File: config.mk
export PLATFORM = sky130hd
export DESIGN_NAME = rs_symbol_encoder
export DESIGN_NICKNAME = d
export VERILOG_FILES = /design/src/rtl/rs_symbol_encoder_pkg.sv /design/src/rtl/rs_symbol_encoder_lfsr.sv /design/src/rtl/rs_symbol_encoder.sv
export SDC_FILE = /design/constraint.sdc
export NUM_CORES = 1
export LEC_CHECK = 0
export CORE_MARGIN = 3
export CORE_UTILIZATION = 53
export DETAILED_ROUTE_END_ITERATION = 12
export PLACE_DENSITY = 0.82
export SYNTH_ARGS = -nofsm -noshare
export SYNTH_HDL_FRONTEND = slang
export SYNTH_SLANG_ARGS = --single-unit
File: constraint.sdc
create_clock -name clk -period 2.52 [get_ports clk]
set_input_delay 0.504 -clock clk [delete_from_list [all_inputs] [get_ports clk]]
set_output_delay 0.504 -clock clk [all_outputs]
set_load 0.005 [all_outputs]
File: src/rtl/rs_symbol_encoder_pkg.sv
// Shared GF(16) definitions for the RS(8,6) encoder/decoder pair:
// field polynomial, generator taps, codeword geometry, encoder states, gf_mul.
package rs_symbol_encoder_pkg;

    localparam int         DATA_SYMS = 6;
    localparam int         PAR_SYMS  = 2;
    localparam int         SYM_W     = 4;
    localparam logic [4:0] PRIM_POLY = 5'b10011;   // x^4 + x + 1
    localparam logic [3:0] G1        = 4'd3;
    localparam logic [3:0] G0        = 4'd2;

    typedef enum logic [1:0] {
        DATA = 2'd0,
        PAR1 = 2'd1,
        PAR0 = 2'd2
    } enc_state_e;

    // Shift-and-add multiply; with a constant operand this folds to a few XORs.
    function automatic logic [3:0] gf_mul(input logic [3:0] a, input logic [3:0] b);
        logic [3:0] acc;
        logic [3:0] x;
        acc = '0;
        x   = a;
        for (int i = 0; i < 4; i++) begin
            if (b[i]) acc = acc ^ x;
            x = x[3] ? ({x[2:0], 1'b0} ^ PRIM_POLY[3:0]) : {x[2:0], 1'b0};
        end
        return acc;
    endfunction

endpackage

File: src/rtl/rs_symbol_encoder_lfsr.sv
// Two-stage LFSR divider by g(x)=x^2+G1*x+G0; after six data shifts r1/r0
// hold the parity symbols p1/p0.
module rs_enc_lfsr
    import rs_symbol_encoder_pkg::*;
(
    input  logic       clk,
    input  logic       rst,
    input  logic       shift,
    input  logic       clr,
    input  logic [3:0] sym_in,
    output logic [3:0] p1,
    output logic [3:0] p0
);

    logic [3:0] r1_q, r1_d;
    logic [3:0] r0_q, r0_d;
    logic [3:0] fb;

    always_comb begin
        fb   = sym_in ^ r1_q;
        r1_d = r1_q;
        r0_d = r0_q;
        if (clr) begin
            r1_d = '0;
            r0_d = '0;
        end else if (shift) begin
            r1_d = r0_q ^ gf_mul(fb, G1);
            r0_d = gf_mul(fb, G0);
        end
    end

    always_ff @(posedge clk) begin
        if (rst) begin
            r1_q <= '0;
            r0_q <= '0;
        end else begin
            r1_q <= r1_d;
            r0_q <= r0_d;
        end
    end

    assign p1 = r1_q;
    assign p0 = r0_q;

endmodule

File: src/rtl/rs_symbol_encoder.sv
// Streaming systematic RS(8,6) encoder: forwards six data symbols, then p1, p0.
// Define RS_ENC_CW_OUT_EN to add the cw_valid/codeword capture port.
module rs_symbol_encoder
    import rs_symbol_encoder_pkg::*;
(
    input  logic            clk,
    input  logic            rst,
    input  logic            in_valid,
    output logic            in_ready,
    input  logic [3:0]      in_sym,
    output logic            out_valid,
    input  logic            out_ready,
    output logic [3:0]      out_sym,
    output logic            out_last,
    output logic            out_is_par
`ifdef RS_ENC_CW_OUT_EN
    ,
    output logic            cw_valid,
    output logic [7:0][3:0] codeword
`endif
);

    enc_state_e state_q, state_d;
    logic [2:0] count_q, count_d;
    logic       out_valid_q, out_valid_d;
    logic [3:0] out_sym_q, out_sym_d;
    logic       out_last_q, out_last_d;
    logic       out_is_par_q, out_is_par_d;
    logic       load_ok, accept, lfsr_clr;
    logic [3:0] p1, p0;

`ifdef RS_ENC_CW_OUT_EN
    logic [23:0]     cw_data_q, cw_data_d;
    logic [7:0][3:0] codeword_q, codeword_d;
    logic            cw_valid_q, cw_valid_d;
`endif

    rs_enc_lfsr u_lfsr (
        .clk    (clk),
        .rst    (rst),
        .shift  (accept),
        .clr    (lfsr_clr),
        .sym_in (in_sym),
        .p1     (p1),
        .p0     (p0)
    );

    always_comb begin
        // Output stage can take a new symbol when empty or draining this cycle.
        load_ok      = !out_valid_q || out_ready;
        in_ready     = (state_q == DATA) && load_ok;
        accept       = in_valid && in_ready;
        lfsr_clr     = 1'b0;
        state_d      = state_q;
        count_d      = count_q;
        out_valid_d  = load_ok ? 1'b0 : out_valid_q;
        out_sym_d    = out_sym_q;
        out_last_d   = out_last_q;
        out_is_par_d = out_is_par_q;
`ifdef RS_ENC_CW_OUT_EN
        cw_data_d    = cw_data_q;
        codeword_d   = codeword_q;
        cw_valid_d   = 1'b0;
`endif
        case (state_q)
            DATA: if (accept) begin
                out_valid_d  = 1'b1;
                out_sym_d    = in_sym;
                out_last_d   = 1'b0;
                out_is_par_d = 1'b0;
`ifdef RS_ENC_CW_OUT_EN
                cw_data_d    = {cw_data_q[19:0], in_sym};
`endif
                if (count_q == 3'(DATA_SYMS - 1)) state_d = PAR1;
                else                              count_d = count_q + 3'd1;
            end
            PAR1: if (load_ok) begin
                out_valid_d  = 1'b1;
                out_sym_d    = p1;
                out_last_d   = 1'b0;
                out_is_par_d = 1'b1;
                state_d      = PAR0;
            end
            PAR0: if (load_ok) begin
                out_valid_d  = 1'b1;
                out_sym_d    = p0;
                out_last_d   = 1'b1;
                out_is_par_d = 1'b1;
                lfsr_clr     = 1'b1;
                count_d      = '0;
                state_d      = DATA;
`ifdef RS_ENC_CW_OUT_EN
                codeword_d   = {cw_data_q, p1, p0};
                cw_valid_d   = 1'b1;
`endif
            end
            default: state_d = DATA;
        endcase
    end

    always_ff @(posedge clk) begin
        if (rst) begin
            state_q      <= DATA;
            count_q      <= '0;
            out_valid_q  <= 1'b0;
            out_sym_q    <= '0;
            out_last_q   <= 1'b0;
            out_is_par_q <= 1'b0;
`ifdef RS_ENC_CW_OUT_EN
            cw_data_q    <= '0;
            codeword_q   <= '0;
            cw_valid_q   <= 1'b0;
`endif
        end else begin
            state_q      <= state_d;
            count_q      <= count_d;
            out_valid_q  <= out_valid_d;
            out_sym_q    <= out_sym_d;
            out_last_q   <= out_last_d;
            out_is_par_q <= out_is_par_d;
`ifdef RS_ENC_CW_OUT_EN
            cw_data_q    <= cw_data_d;
            codeword_q   <= codeword_d;
            cw_valid_q   <= cw_valid_d;
`endif
        end
    end

    assign out_valid  = out_valid_q;
    assign out_sym    = out_sym_q;
    assign out_last   = out_last_q;
    assign out_is_par = out_is_par_q;
`ifdef RS_ENC_CW_OUT_EN
    assign cw_valid   = cw_valid_q;
    assign codeword   = codeword_q;
`endif

endmodule

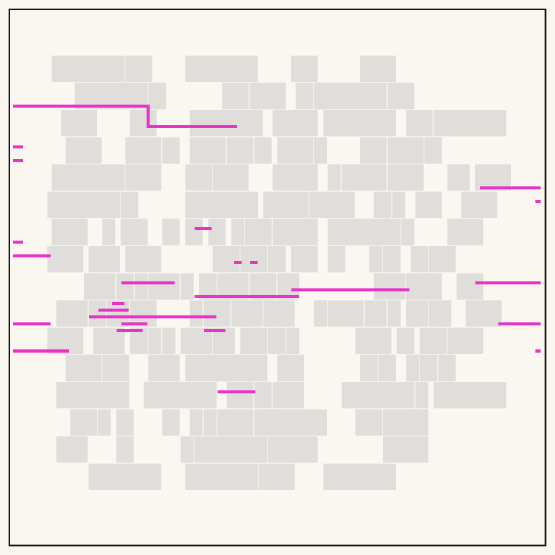
(run_1/m3.png)
(10 px per um)
The layer carries 109 um of wire. The longest straight run is 13.3 um. The layer holds 4.3% of the routed length.

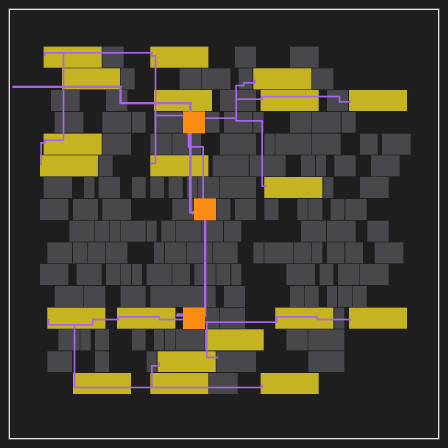
(run_1/clock_wires.png)
(8 px per um)
Key: clock-net drivers = orange [count 3]; flip-flops = yellow [count 20]; clock wires = purple [length 243 um]
There are 4 routed clock nets.

==> results.py, run 1 <==
# Synthesis and PnR figures
metrics = {
    "outcome": {
        "status": "finished clean",
    },
    "synthesis": {
        "synthesis.yosys.warnings": 0,
        "synth.top_cell.area_share": 0.335,
        "synth.cellmix.adderShare": 0.0838,
        "top_cells_by_area": "dfxtp_1 34%, a21oi_1 8.8%, ha_1 8.4%",
        "ys_cells": 137,
        "post-synth-top-count-cell": "a21oi_1",
        "dominantRegCellSynth": "dfxtp_1",
        "yosys-dominant-comb-family": "AND-OR/OR-AND gates",
        "synthDominantAreaCellType": "dfxtp_1",
        "synth_area_um2": 1190,
    },
    "worst_setup_path": {
        "critPathRequiredTime_ps": 2020,
        "cp.arrival_ps": 1710,
        "reg2reg_to": "out_sym[3]",
        "crit_top_cell": "clkdlybuf4s50_1",
        "crit-reg2reg-launch": "state_q[0]",
        "cp.depth": 4,
        "critical_path_peak_fanout": 3,
        "path_cells": "clkdlybuf4s50_1, nand2b_1, and2_1, clkdlybuf4s50_1",
        "worst_setup_path_start": "out_ready",
        "timing.critical_path.slowest_cell_delay_ps": 490,
        "regToRegSetupSlack_ps": 470,
    },
    "power": {
        "pwr_density_cell_nw_per_um2": 554,
        "irDropWorstVdd_uv": 499,
    },
    "final_layout": {
        "register_area_um2": 400,
        "postLayoutCoreUtil": 0.691,
        "n_antenna_cell": 0,
        "drive_above_1_share": 0.0724,
        "layout.sequential_cells": 20,
        "area_growth_pct": 18.0,
        "stdcell_area_um2": 1410,
        "layout.cells.largest_class": "logic gates",
        "clock_cell_area_share": 0.0257,
        "most-common-layout-cells": "21 x a21oi_1, 20 x dfxtp_1, 15 x clkdlybuf4s50_1",
        "non_clock_buffer_area_share": 0.128,
        "nonClockBufferCount": 19,
        "fillerInstances": 187,
    },
    "sta": {
        "setup-tns-final_ps": 0,
        "fin_worst_hold_slack_ps": 486,
        "final_hold_viol_count": 0,
        "final_min_period_over_clock_period": 0.879,
        "rsz0062_at_grt": "false",
        "final.setup_skew_ps": 4.05,
    },
    "global_routing": {
        "grt_antenna_before_repair": 0,
        "grt_use_total": 0.198,
        "grt_first_pass_wirelength_um": 4190,
    },
    "floorplanning": {
        "fp_util": 0.585,
        "num_ports": 16,
        "fp.dieH_um": 53.5,
    },
    "clock_tree": {
        "cts.repair_timing.setup_buffer_count": 0,
        "cts_root_buf": "clkbuf_4",
        "tritoncts_clock_tree": "built",
        "path_clk_slew_ps": 110,
        "cts_buffer_depth": 2,
    },
    "detailed_routing": {
        "via_count": 1066,
        "drc_errors": 0,
        "drt-vias-per-instance": 5.96,
        "drt_iter0_markers": 24,
    },
    "place": {
        "dpl_worst_slack_ps": 308,
        "globalplace.congestion": 0.761,
        "detailed_place_hpwl_um": 1840,
    },
    "flow_run": {
        "cap_violations": 0,
    },
}
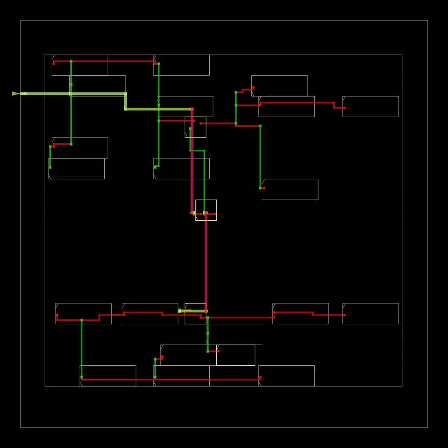
(run_1/clock_nets.png)
total CTS buffers: 3
number of sinks handled by clock tree synthesis: 20
clk latency late pin: 300 ps
total of clock buffers placed in the layout: 4

## run 1: layer usage
layer	track usage	vias up	part of all wire
li1	-	530	-
met1	0.267	497	0.48
met2	0.320	35	0.47
met3	0.0254	4	0.043
met4	0.0638	0	0.010
met5	0	-	0
## run 1: state kept, by name (all words and copies together), names as in the netlist
signal,flops
out_valid,1
out_is_par,1
u_lfsr.p1,4
u_lfsr.p0,4
count_q,3
out_last,1
out_sym,4
state_q,2
## run 1: report_power, final
part | internal, mW | total [mW] | switching, mW | leakage, nW
logic | 0.114 | 0.213 | 0.0991 | 0.365
registers | 0.350 | 0.381 | 0.0307 | 0.164
clock network | 0.0882 | 0.186 | 0.0978 | 0.0210
total | 0.553 | 0.781 | 0.228 | 0.550
==> run 1 -> run 2 <==
--- a/config.mk
+++ b/config.mk
@@ -5,6 +5,7 @@
 export SDC_FILE = /design/constraint.sdc
 export NUM_CORES = 1
 export LEC_CHECK = 0
+export CAP_MARGIN = 10
 export CORE_MARGIN = 3
 export CORE_UTILIZATION = 53
 export DETAILED_ROUTE_END_ITERATION = 12
==> run 2 against run 1 <==
  * Total power unchanged
  * Global-route usage did not move
  * Wire length did not move
  * Sequential power barely moved
  * First-iteration DRC count unchanged
  * Clock power hardly changed
  * Worst setup slack unchanged
  * Via count did not move
  * Area after synthesis unchanged
  * Critical path type unchanged
  * Highest routed layer unchanged
==> results.py, run 2 <==
# Synthesis and PnR figures
metrics = {
    "outcome": {
        "status": "finished clean",
    },
    "global_routing": {
        "grt_first_pass_wirelength_um": 4190,
        "first_global_vias": 922,
        "global_route.usage.met2": 0.320,
        "grt.busiest_layer": "met2",
        "grt_use_total": 0.198,
        "grt_antenna_before_repair": 0,
        "met1_track_usage_gr": 0.267,
    },
    "synthesis": {
        "postSynthRegisterBits": 20,
        "synth_cell_type_count": 36,
        "yosys-top-cells-count": "21 x a21oi_1, 20 x dfxtp_1, 9 x nor2_1",
        "ys_cells": 137,
        "synth_area_per_cell_um2": 8.72,
        "simple_gate_portion_of_the_synthesized_area": 0.159,
        "dominantRegCellSynth": "dfxtp_1",
        "synth.top_cell.area_share": 0.335,
        "complex_gate_fraction_of_the_synthesized_area": 0.246,
        "synth-edff-count": 0,
        "synthDominantAreaCellType": "dfxtp_1",
        "yosys.stat.chipArea_um2": 1190,
        "yosys-dominant-comb-family": "AND-OR/OR-AND gates",
        "synth.cellmix.adderShare": 0.0838,
        "synth.cellmix.xorXnorShare": 0.0995,
        "synth_area_um2": 1190,
        "post-synth-top-count-cell": "a21oi_1",
        "synthesis.yosys.warnings": 0,
        "top_cells_by_area": "dfxtp_1 34%, a21oi_1 8.8%, ha_1 8.4%",
    },
    "worst_setup_path": {
        "critical-path-slowest-cell": "clkdlybuf4s50_1",
        "critical_path_peak_fanout": 3,
        "crit_top_cell": "clkdlybuf4s50_1",
        "path_cells": "clkdlybuf4s50_1, nand2b_1, and2_1, clkdlybuf4s50_1",
        "cp.arrival_ps": 1710,
        "timing.critical_path.slowest_cell_delay_ps": 490,
        "critPathRequiredTime_ps": 2020,
        "crit_buf_inv": 2,
    },
    "sta": {
        "rsz0062_at_grt": "false",
        "final_min_period_over_clock_period": 0.879,
        "fin_worst_hold_slack_ps": 486,
        "finalCriticalPeriod_ps": 2220,
        "timing_worst_slew_pin_value_ps": 546,
        "max_freq_mhz": 451,
        "final.setup.worst_slack_ps": 305,
        "slew_headroom": 0.635,
        "final_hold_viol_count": 0,
        "setup-tns-final_ps": 0,
        "slew_violations": 0,
        "final.setup_skew_ps": 4.05,
    },
    "detailed_routing": {
        "drt_iter0_markers": 24,
        "detail-route-antenna-nets": 0,
        "drc_errors": 0,
        "drt-vias-per-instance": 5.96,
        "wl_met3_um": 109,
        "wire_per_inst_um": 14.2,
        "routed-wl-met2_um": 1190,
        "dr.pass1.iters": 4,
        "m1WireLength_um": 1220,
        "top_signal_layer_used": "met4",
    },
    "final_layout": {
        "n_antenna_cell": 0,
        "area_growth_pct": 18.0,
        "fin_nets": 169,
        "stdcell_area_um2": 1410,
        "drive_above_1_share": 0.0724,
        "mostFrequentLayoutCell": "a21oi_1",
        "most-common-layout-cells": "21 x a21oi_1, 20 x dfxtp_1, 15 x clkdlybuf4s50_1",
    },
    "clock_tree": {
        "cts_root_buf": "clkbuf_4",
        "cts.sink_count": 20,
        "clock.latency.late_pin_ps": 300,
        "tritoncts_clock_tree": "built",
        "cts_buffer_depth": 2,
        "cts.repair_timing.setup_buffer_count": 0,
        "path_clk_slew_ps": 110,
        "htree_num_levels": 1,
        "cts-buffers-inserted": 3,
    },
    "power": {
        "irDropWorstVdd_uv": 499,
        "static-leakage-power_nw": 0.550,
        "total_power_mw": 0.781,
        "pwr_density_cell_nw_per_um2": 554,
    },
    "floorplanning": {
        "fp.dieH_um": 53.5,
        "num_rows": 16,
        "num_ports": 16,
        "fp_util": 0.585,
    },
    "flow_run": {
        "warning_count": 32,
        "cap_violations": 0,
    },
    "worst_hold_path": {
        "hold_path.class": "register to register",
    },
    "place": {
        "detailed_place_hpwl_um": 1840,
        "dpl_worst_slack_ps": 308,
        "globalplace.congestion": 0.761,
        "numPortBuffers": 15,
    },
}
[run 2: path summary, 6_finish.rpt]
check | startpoint | endpoint | slack, ps | cells after the start
setup / recovery | out_ready | in_ready | 300 | 4
hold / removal | out_sym[0] | out_sym[0] | 490 | 2
setup reg to reg | state_q[0] | out_sym[3] | 470 | 7
hold reg to reg | out_sym[0] | out_sym[0] | 490 | 2
[run 2: final cells by class]
type	count	area [um^2]
clock buffers	4	36.3
repair buffers	19	180
flip-flops and latches	20	400
fillers	187	632
multi-input cells	102	733
inverters	7	26.3
well taps	27	33.8
[run 2: power breakdown]
part / switching (mW) / internal [mW] / total (mW)
logic: 0.0991 / 0.114 / 0.213
clock network: 0.0978 / 0.0882 / 0.186
registers: 0.0307 / 0.350 / 0.381
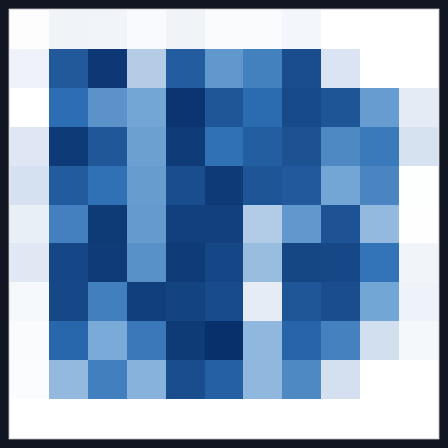
(run_2/util_map.png)
(8 px per um) 11 x 11 tiles, from white (low) to dark blue (high), 0 to 100% covered.
The emptiest ninth of the die: south-east. The mean over all tiles is 48%. 19% of the tiles are nearly empty.
CORE AREA: 2040 um^2
final standard cell utilization of the core: 0.691

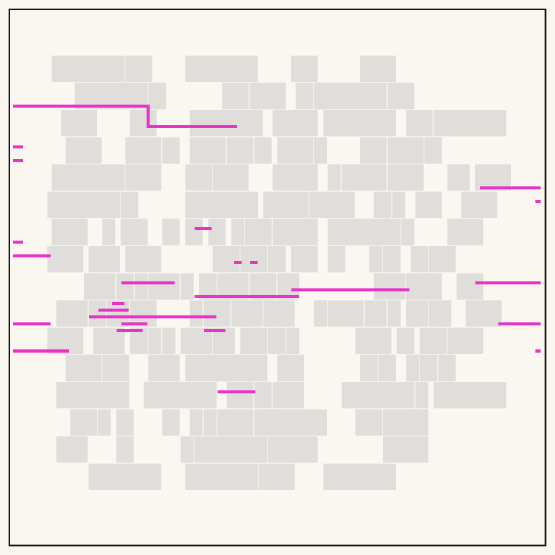
(run_2/m3.png)
(10 px per um)
22 nets have wire on it. The layer carries 109 um of wire. The longest straight run is 13.3 um.
total detailed-routing wirelength: 2540 um
met3 usage: 0.0254
count of vias placed by the detailed router: 1,066

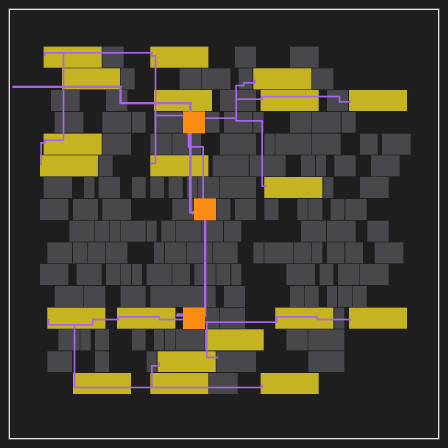
(run_2/clock_wires.png)
(8 px per um)
Key: clock-net drivers = orange [count 3]; flip-flops = yellow [count 20]; clock wires = purple [length 243 um]
There are 4 routed clock nets.

Power figures rest on the tool's default switching activity, not on a simulated workload.
